==> run_1/layers.png <==
(6 px per micron) Two of the layers only.
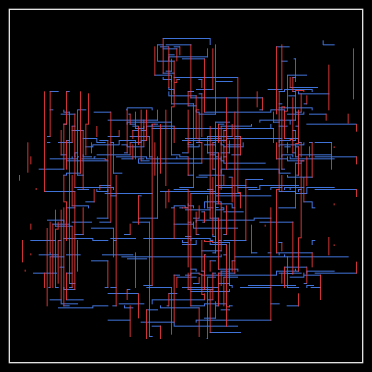
==> run_1/class_map.png <==
(4 px per micron)
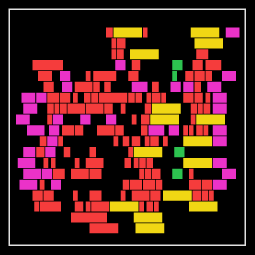
==> run_1/m3.png <==
(6 px per micron)
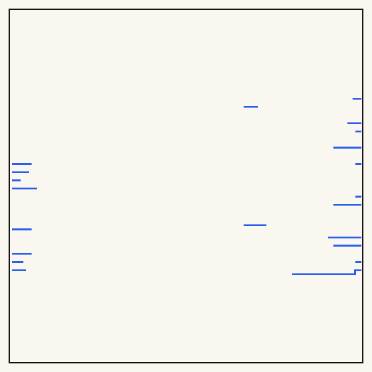
## src/rtl/swap_mode_seq_if.sv

```systemverilog
`default_nettype none
// ============================================================================
//  Module      : swap_mode_seq_if
//  Description : Control bundle between the video timing/control side and the
//                frame-synchronous swap-mode sequencer.
//                master : timing generator / host side (drives vsync + requests)
//                slave  : swap_mode_seq (drives mode select and status pulses)
//  Signals     : vid_pVSync, mode_req[1:0], auto_en, step_frames[CNT_W-1:0]
//                mode_out[1:0], frame_start, seq_active, step_pulse
//  Revision    : 1.0 - initial release
// ============================================================================
interface swap_mode_seq_if #(
  parameter int CNT_W = 8
);
  logic             vid_pVSync;
  logic [1:0]       mode_req;
  logic             auto_en;
  logic [CNT_W-1:0] step_frames;
  logic [1:0]       mode_out;
  logic             frame_start;
  logic             seq_active;
  logic             step_pulse;

  modport master (
    output vid_pVSync, mode_req, auto_en, step_frames,
    input  mode_out, frame_start, seq_active, step_pulse
  );

  modport slave (
    input  vid_pVSync, mode_req, auto_en, step_frames,
    output mode_out, frame_start, seq_active, step_pulse
  );
endinterface
`default_nettype wire

```

## src/rtl/swap_mode_seq.sv

```systemverilog
`default_nettype none
// ============================================================================
//  Module      : swap_mode_seq
//  Description : Frame-synchronous mode controller for the RGB channel-swap
//                stage. Mode only changes on a vsync assertion edge. Manual
//                operation passes mode_req through; auto operation steps the
//                mode every max(step_frames,1) frames.
//  Ports       : clk, rst (sync, active-high)
//                bus (swap_mode_seq_if.slave): vid_pVSync, mode_req, auto_en,
//                step_frames in; mode_out, frame_start, seq_active,
//                step_pulse out
//  Parameters  : VSYNC_POL - active level of vid_pVSync
//                CNT_W     - frame counter / step_frames width
//  Macro       : SWAP_SEQ_RANDOM_EN - pseudo-random auto steps from an 8-bit
//                LFSR instead of the linear 00->01->10->11 sequence
//  Revision    : 1.0 - initial release
// ============================================================================
module swap_mode_seq #(
  parameter bit VSYNC_POL = 1'b1,
  parameter int CNT_W     = 8
) (
  input  wire logic      clk,
  input  wire logic      rst,
  swap_mode_seq_if.slave bus
);

  typedef enum logic [0:0] {
    ST_MANUAL = 1'b0,
    ST_AUTO   = 1'b1
  } state_t;

  state_t           state, state_nxt;
  logic [CNT_W-1:0] cnt, cnt_nxt, eff_m1;
  logic [1:0]       mode, mode_nxt, step_mode;
  logic             step_nxt;
  logic             vs_d, armed, vs_act, vs_edge;
  logic             frame_start, step_pulse, seq_active;

  assign vs_act = (bus.vid_pVSync == VSYNC_POL);
  // vs_d starts at the inactive level, so without 'armed' a vsync already
  // active at reset release would look like an edge. 'armed' waits until an
  // inactive sample has really been seen.
  assign vs_edge = vs_act && (vs_d != VSYNC_POL) && armed;

  // step_frames of 0 behaves as 1; compare against eff-1 so cnt never wraps.
  assign eff_m1 = (bus.step_frames == '0) ? '0 : bus.step_frames - CNT_W'(1);

`ifdef SWAP_SEQ_RANDOM_EN
  logic [7:0] lfsr;
  logic       lfsr_fb;

  // Fibonacci taps 8,6,5,4
  assign lfsr_fb   = lfsr[7] ^ lfsr[5] ^ lfsr[4] ^ lfsr[3];
  // Bump the candidate when it equals the current mode so every step changes it.
  assign step_mode = (lfsr[1:0] == mode) ? mode + 2'd1 : lfsr[1:0];

  always_ff @(posedge clk) begin
    if (rst) begin
      lfsr <= 8'hA5;
    end else if (step_nxt) begin
      lfsr <= {lfsr[6:0], lfsr_fb};
    end
  end
`else
  assign step_mode = mode + 2'd1;
`endif

  always_comb begin
    state_nxt = state;
    cnt_nxt   = cnt;
    mode_nxt  = mode;
    step_nxt  = 1'b0;
    if (vs_edge) begin
      case (state)
        ST_MANUAL: begin
          mode_nxt = bus.mode_req;
          if (bus.auto_en) begin
            state_nxt = ST_AUTO;
            cnt_nxt   = '0;
          end
        end
        ST_AUTO: begin
          if (!bus.auto_en) begin
            state_nxt = ST_MANUAL;
            cnt_nxt   = '0;
            mode_nxt  = bus.mode_req;
          end else if (cnt >= eff_m1) begin
            cnt_nxt  = '0;
            mode_nxt = step_mode;
            step_nxt = 1'b1;
          end else begin
            cnt_nxt = cnt + CNT_W'(1);
          end
        end
        default: state_nxt = ST_MANUAL;
      endcase
    end
  end

  always_ff @(posedge clk) begin
    if (rst) begin
      state       <= ST_MANUAL;
      cnt         <= '0;
      mode        <= 2'b00;
      vs_d        <= ~VSYNC_POL;
      armed       <= 1'b0;
      frame_start <= 1'b0;
      step_pulse  <= 1'b0;
      seq_active  <= 1'b0;
    end else begin
      state       <= state_nxt;
      cnt         <= cnt_nxt;
      mode        <= mode_nxt;
      vs_d        <= bus.vid_pVSync;
      armed       <= armed | ~vs_act;
      frame_start <= vs_edge;
      step_pulse  <= step_nxt;
      seq_active  <= (state_nxt == ST_AUTO);
    end
  end

  assign bus.mode_out    = mode;
  assign bus.frame_start = frame_start;
  assign bus.step_pulse  = step_pulse;
  assign bus.seq_active  = seq_active;

endmodule
`default_nettype wire

```

## src/flat_wrapper.sv

```systemverilog
// flat-port wrapper written by rule: the top's interface ports become plain ports
module swap_mode_seq_flat 
#(
  parameter bit VSYNC_POL = 1'b1,
  parameter int CNT_W     = 8
)
  (clk, rst, bus_vid_pVSync, bus_mode_req, bus_auto_en, bus_step_frames, bus_mode_out, bus_frame_start, bus_seq_active, bus_step_pulse);
  swap_mode_seq_if #(.CNT_W(CNT_W)) bus_i ();
  input  wire logic clk;
  input  wire logic rst;
  input wire logic [$bits(bus_i.vid_pVSync)-1:0] bus_vid_pVSync;
  input wire logic [$bits(bus_i.mode_req)-1:0] bus_mode_req;
  input wire logic [$bits(bus_i.auto_en)-1:0] bus_auto_en;
  input wire logic [$bits(bus_i.step_frames)-1:0] bus_step_frames;
  output wire logic [$bits(bus_i.mode_out)-1:0] bus_mode_out;
  output wire logic [$bits(bus_i.frame_start)-1:0] bus_frame_start;
  output wire logic [$bits(bus_i.seq_active)-1:0] bus_seq_active;
  output wire logic [$bits(bus_i.step_pulse)-1:0] bus_step_pulse;
  assign bus_i.vid_pVSync = bus_vid_pVSync;
  assign bus_i.mode_req = bus_mode_req;
  assign bus_i.auto_en = bus_auto_en;
  assign bus_i.step_frames = bus_step_frames;
  assign bus_mode_out = bus_i.mode_out;
  assign bus_frame_start = bus_i.frame_start;
  assign bus_seq_active = bus_i.seq_active;
  assign bus_step_pulse = bus_i.step_pulse;
  swap_mode_seq #(.VSYNC_POL(VSYNC_POL), .CNT_W(CNT_W)) u_core (.clk(clk), .rst(rst), .bus(bus_i));
endmodule
```

## config.mk

```make
export PLATFORM = sky130hd
export DESIGN_NAME = swap_mode_seq_flat
export DESIGN_NICKNAME = d
export VERILOG_FILES = /design/src/rtl/swap_mode_seq_if.sv /design/src/rtl/swap_mode_seq.sv /design/src/flat_wrapper.sv
export SDC_FILE = /design/constraint.sdc
export NUM_CORES = 1
export LEC_CHECK = 0
export CELL_PAD_IN_SITES_DETAIL_PLACEMENT = 0
export CELL_PAD_IN_SITES_GLOBAL_PLACEMENT = 1
export CORE_UTILIZATION = 32
export CTS_CLUSTER_SIZE = 25
export DETAILED_ROUTE_END_ITERATION = 7
export GPL_ROUTABILITY_DRIVEN = 0
export PLACE_DENSITY = 0.79
export SLEW_MARGIN = 20
export SYNTH_ARGS = -nofsm -noshare
export SYNTH_HDL_FRONTEND = slang
export SYNTH_SLANG_ARGS = --single-unit
```

## constraint.sdc

```tcl
create_clock -name clk -period 3.3 [get_ports clk]
set_clock_uncertainty 0.1 [all_clocks]
set_input_delay 0.825 -clock clk [delete_from_list [all_inputs] [get_ports clk]]
set_output_delay 0.825 -clock clk [all_outputs]
set_load 0.02 [all_outputs]
```

==> flow report, run 1 <==
=======================================================================================
Ordered list of cells on the worst path                                    dlygate4sd2_1 > inv_2 > ha_2 > nand3b_1 > nor3_2 > buf_4 > buf_4 > a21oi_1 > ha_1 > nor2b_2 > o21ai_2 > a211oi_4 > buf_6 > nand3_1 > a31oi_1
TritonCTS clock tree                                                              built
CTS Buf Count                                                                         3
Number of global-route vias before repair                                          1048
Number of primary I/O pins                                                           19
Hold-critical path depth                                                              2
Total power of the final layout                                                365.7 uW
Status                                                                     complete, no violations
DRC violation count after routing                                                     0
Mean instance size in the synthesized netlist                               7.666 sq um
Number of well taps                                                                  44
Fin util                                                                         48.40%
Number of hold-slack violations in the final timing report                            0
Multi-input gate share of total cell area                                        50.72%
Ys flop type                                                               sky130_fd_sc_hd__dfxtp_1
Delay of the slowest cell on the worst path                                     0.38 ns
Yosys adder share                                                                12.18%
Number of violations reported at the end of detailed-routing iteration 0             51
Tally of yosys warning messages                                                       0
Critical Path Fanout Max                                                              5
Total global routing overflow                                                         0
Register area                                                               300.3 sq um
Pwr/cell area                                                              247.5 mW/mm^2
Setup violation total in the final timing report                                      0
Max frequency                                                                0.3123 GHz
Number of placed cells counting well taps                                           206
Post-synth tally of flip-flops with integrated enable                                 0
Die outline width                                                          58.66 microns
XOR Share, Synth                                                                 1.705%
Beginning of the worst register-to-register path                           u_core.cnt[2]
Post-route clock period utilization                                              97.04%
Clock slew at reported path FFs                                                 0.09 ns
Detail Route Antenna Nets                                                             0
Mean number of vias per cell                                                      4.967
Number of maximum-capacitance violations                                              0
Buf+Inv Stages, Crit Path                                                             5
Kind of launch point of the worst setup path                                 input port
Comb. cell area                                                             749.5 sq um
Tally of unique sky130hd cells used after synthesis                                  32
Combinational family with the most area after synthesis                    simple AND/OR/NAND/NOR gates
Detailed Place HPWL                                                        1816 microns
Final Instance Count excl. Fillers                                                  214
Clk ins delay skew pair                                                         0.28 ns
Average wire per cell in the routed design                                 11.07 microns
Filler cells                                                                        312
=======================================================================================
About layers.png:
| layer | color | wire length |
|---|---|---|
| M1 | blue | 1020 microns |
| M2 | red | 1270 microns |

About class_map.png:
| class | color | cells | share of their area |
|---|---|---|---|
| remaining buffers and delay cells | magenta | 35 | 23% |
| clock drivers and dummy loads | green | 4 | 1.8% |
| remaining logic cells | red | 116 | 54% |
| registers | yellow | 15 | 21% |

About m3.png:
nets with wire on the layer: 20
share of all routed wire: 2.6%
wire length on this layer: 62.1 microns
longest straight run: 10.3 microns

-- run 1: power by group through the flow --
stage / clock [uW] / combinational (uW) / sequential [uW]
3_3_place_gp: 0 / 68.6 / 190
6_report: 103 / 76.3 / 186
4_1_cts: 108 / 71.1 / 186
2_1_floorplan: 0 / 32.5 / 192
5_1_grt: 114 / 85.3 / 187
3_5_place_dp: 0 / 69.8 / 191
-- run 1: cells in the mapped netlist (2+ instances only) --
master / number / area share [%]
sky130_fd_sc_hd__a21oi_1: 10 / 4.9
sky130_fd_sc_hd__o21a_1: 2 / 1.5
sky130_fd_sc_hd__nor4_1: 2 / 1.2
sky130_fd_sc_hd__o21ai_0: 4 / 1.9
sky130_fd_sc_hd__o31ai_1: 2 / 1.5
sky130_fd_sc_hd__xor2_1: 2 / 1.7
sky130_fd_sc_hd__nor2_1: 9 / 3.3
sky130_fd_sc_hd__nand2_1: 24 / 8.8
sky130_fd_sc_hd__ha_1: 10 / 12
sky130_fd_sc_hd__nor3b_1: 2 / 1.5
sky130_fd_sc_hd__nor3_1: 5 / 2.4
sky130_fd_sc_hd__nand3b_1: 3 / 2.2
sky130_fd_sc_hd__a31oi_1: 6 / 3.7
sky130_fd_sc_hd__dfxtp_1: 15 / 29
sky130_fd_sc_hd__nand3_1: 13 / 6.3
sky130_fd_sc_hd__inv_1: 6 / 2.2
sky130_fd_sc_hd__nor2b_1: 3 / 1.8
sky130_fd_sc_hd__or2_2: 2 / 1.2
-- run 1: registers in the layout (all words and copies together) (netlist names) --
name	flops
u_core.vs_d	1
u_core.cnt	8
u_core.armed	1
u_core.state	1
u_core.bus.mode_out	2
u_core.bus.frame_start	1
u_core.bus.step_pulse	1
-- run 1: worst register-to-register path, delay by kind of cell, from the launching register on --
family	cells	cell delay (ns)
compound gates	4	0.91
flops	1	0.48
fa+ha+maj	1	0.26
buf+inv	1	0.17
simple gates	1	0.06
-- run 1: layer usage --
| metal | part of all wire (%) | GRT usage, % | vias to the layer above | wire length [microns] |
|---|---|---|---|---|
| li1 | - | - | 556 | - |
| met1 | 43 | 17.00 | 483 | 1016 |
| met2 | 54 | 30.05 | 22 | 1270 |
| met3 | 2.6 | 1.319 | 2 | 62 |
| met4 | 0.80 | 5.782 | 0 | 19 |
| met5 | 0 | 0 | - | 0 |
-- run 1: repair_timing --
| item | 4_1_cts | 5_1_grt |
|---|---|---|
| gates resized | 5 | 17 |
| cloned | 0 | 1 |
| setup buffers | 1 | 2 |
| setup endpoints to repair | 10 | 11 |
| pin swaps | 2 | 11 |
-- run 1: stage by stage --
| stage | worst slack [ns] | hold slack (ns) |
|---|---|---|
| after global routing | -0.02207 | 0.4008 |
| final | 0.09753 | 0.3650 |
| after CTS | 0.02122 | 0.3702 |
| after detailed placement | -0.4020 | 0.3574 |
| after floorplan | 0.1985 | 0.3389 |
| after global placement | -0.2952 | 0.3491 |
-- run 1: cells in the final DEF, fill, tap and decap left out, drive strengths merged, types with 3 or more instances in the layout --
master / n
buf: 17
o21ai: 6
clkdlybuf4s50: 13
clkbuf: 4
a21oi: 10
nand2: 24
nor2b: 3
nor2: 9
ha: 10
dlymetal6s2s: 4
nand3b: 3
nand3: 13
dfxtp: 15
inv: 6
nor3: 5
a31oi: 6
==> run_1/ff_map.png <==
(10 px per micron)
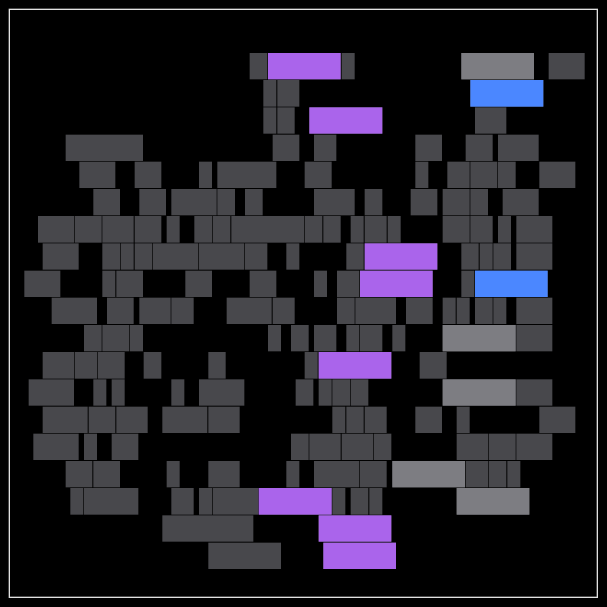

==> run 1 -> run 2 <==
--- a/config.mk
+++ b/config.mk
@@ -10,8 +10,9 @@
 export CORE_UTILIZATION = 32
 export CTS_CLUSTER_SIZE = 25
 export DETAILED_ROUTE_END_ITERATION = 7
+export DONT_BUFFER_PORTS = 1
 export GPL_ROUTABILITY_DRIVEN = 0
-export PLACE_DENSITY = 0.79
+export PLACE_DENSITY = 0.68
 export SLEW_MARGIN = 20
 export SYNTH_ARGS = -nofsm -noshare
 export SYNTH_HDL_FRONTEND = slang
==> run_2/ff_map.png <==
(10 px per micron)
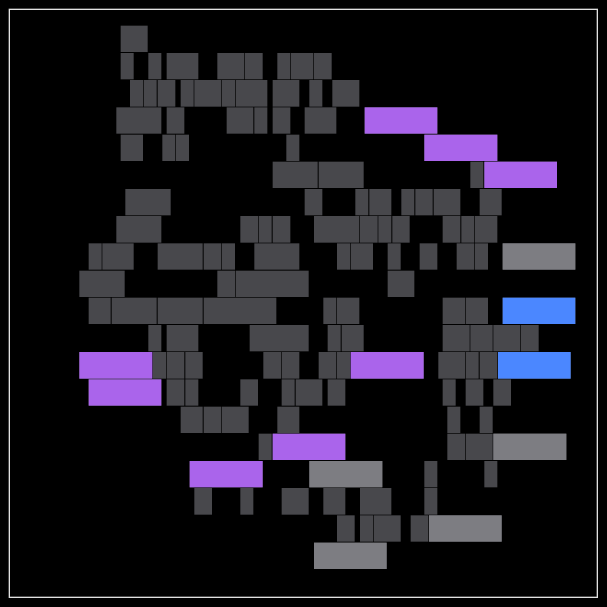
| signal | color | placed flops |
|---|---|---|
| u_core.bus.mode_out | blue | 2 |
| u_core.cnt | purple | 8 |
not colored: 5

==> run 2 against run 1 <==
Against the previous run: combinational power fell by 49%; clock power barely moved; via count fell by 8.6%; global-route usage fell by 0.90 points; register-to-register slack improved by 0.10 ns; sequential share of layout area rose by 6.2 points; maximum frequency rose by 11%; first-iteration DRC count rose by 18%; critical endpoint is now u_core.bus.mode_out[1]; largest power group unchanged.
==> flow report, run 2 <==
==================================================================================
Total of cells resized after clock tree synthesis                                0   -5
Critical Path Fanout Max                                                        16   +11
Tally of unique sky130hd cells used after synthesis                             32   unchanged
Clk ins delay skew pair                                                    0.28 ns   about the same
Most frequently used cell type in the post-synthesis netlist          sky130_fd_sc_hd__nand2_1
Number of buffers added for setup after CTS                                      0   -1
Top cells, area                                                       sky130_fd_sc_hd__dfxtp_1, sky130_fd_sc_hd__ha_1, sky130_fd_sc_hd__nand2_1, sky130_fd_sc_hd__nand3_1, sky130_fd_sc_hd__a21oi_1
Flip-flop count of the largest register, all copies and words added              8   unchanged
Ys flop type                                                          sky130_fd_sc_hd__dfxtp_1
Kind of launch point of the worst setup path                            input port
Post-synth tally of flip-flops with integrated enable                            0   unchanged
Most common logic cells in the final layout                           sky130_fd_sc_hd__nand2_1, sky130_fd_sc_hd__dfxtp_1, sky130_fd_sc_hd__nand3_1
Die outline width                                                     58.66 microns   unchanged
Delay of the slowest cell on the worst path                                0.32 ns   -0.06 ns
Buf+Inv Stages, Crit Path                                                        1   -4
Hold-critical path depth                                                         2   unchanged
Fin util                                                                    37.05%   -11 points
Tally of yosys warning messages                                                  0   unchanged
TritonCTS clock tree                                                         built
Status                                                                complete, no violations
==================================================================================
==> run_2/layers.png <==
(6 px per micron) Two of the layers only.
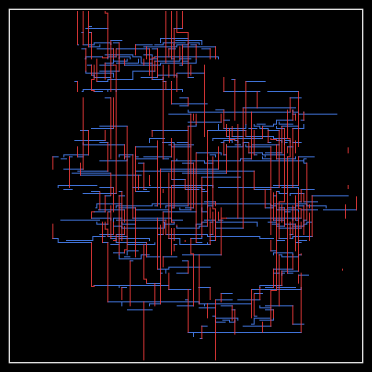
average wire per cell in the routed design: 12.33 microns
final WL: 2256 microns

-- run 2: metrics by stage --
step                      instances  power, uW  area (sq um)  hold slack, ns  worst slack, ns
after floorplan                 134      224.9          1027          0.3389           0.1985
after global placement          179      231.1          1105          0.3401           0.1786
after detailed placement        179      232.0          1105          0.3464           0.1222
after CTS                       183      339.5          1131          0.3605           0.4059
after global routing            183      354.8          1131          0.4097           0.2297
final                           183      332.1          1131          0.3569           0.4156
-- run 2: cell type report --
| type | count | area, sq um | share of cell area (%) |
|---|---|---|---|
| Sequential cell | 15 | 300.3 | 26.55 |
| Clock buffer | 4 | 26.28 | 2.323 |
| Multi-Input combinational cell | 110 | 684.4 | 60.51 |
| Tap cell | 44 | 55.05 | 4.867 |
| Timing Repair Buffer | 4 | 42.54 | 3.761 |
| Inverter | 6 | 22.52 | 1.991 |
-- run 2: power groups by stage --
stage                     registers [uW]  logic, uW  clock network, uW
after floorplan                      192       32.5                  0
after global placement               193       38.3                  0
after detailed placement             193       39.1                  0
after CTS                            189       39.3                111
after global routing                 189       44.5                121
final                                189       38.9                105
-- run 2: how the worst max path moves through the flow --
stage	from	endpoint	slack, ns	cells after the start
after global placement	bus_step_frames[3]	u_core.bus.mode_out[1]	0.18	12
after CTS	bus_step_frames[3]	u_core.cnt[5]	0.41	12
after detailed placement	bus_step_frames[3]	u_core.cnt[6]	0.12	12
after floorplan	bus_step_frames[0]	u_core.cnt[4]	0.20	13
after global routing	bus_step_frames[0]	u_core.bus.mode_out[0]	0.23	13
final	bus_step_frames[3]	u_core.bus.mode_out[1]	0.42	12
-- run 2: worst min-delay path: stages (launching register included) --
cell and delay (ns):
sky130_fd_sc_hd__dfxtp_1 0.32, sky130_fd_sc_hd__inv_1 0.05, sky130_fd_sc_hd__a21oi_1 0.05
-- run 2: cell families (layout without fill, tap and decap cells) --
kind of cell / count (synthesis) / count (layout) / share of synthesized area (%)
and+or+nand+nor: 66 / 66 / 30.82
xor gates and xnor gates: 2 / 2 / 1.706
adders and majority gates: 10 / 10 / 12.18
DFF: 15 / 15 / 29.23
buffers and inverters: 9 / 14 / 4.140
AOI/OAI and AO/OA: 32 / 32 / 21.92
-- run 2: routing by layer --
layer	vias to the layer above	global-route usage [%]	part of all wire, %
li1	494	-	-
met1	461	18.55	49
met2	15	22.82	46
met3	2	3.956	4.5
met4	0	6.122	0.75
met5	-	0	0
Power and IR drop assume default switching activity.
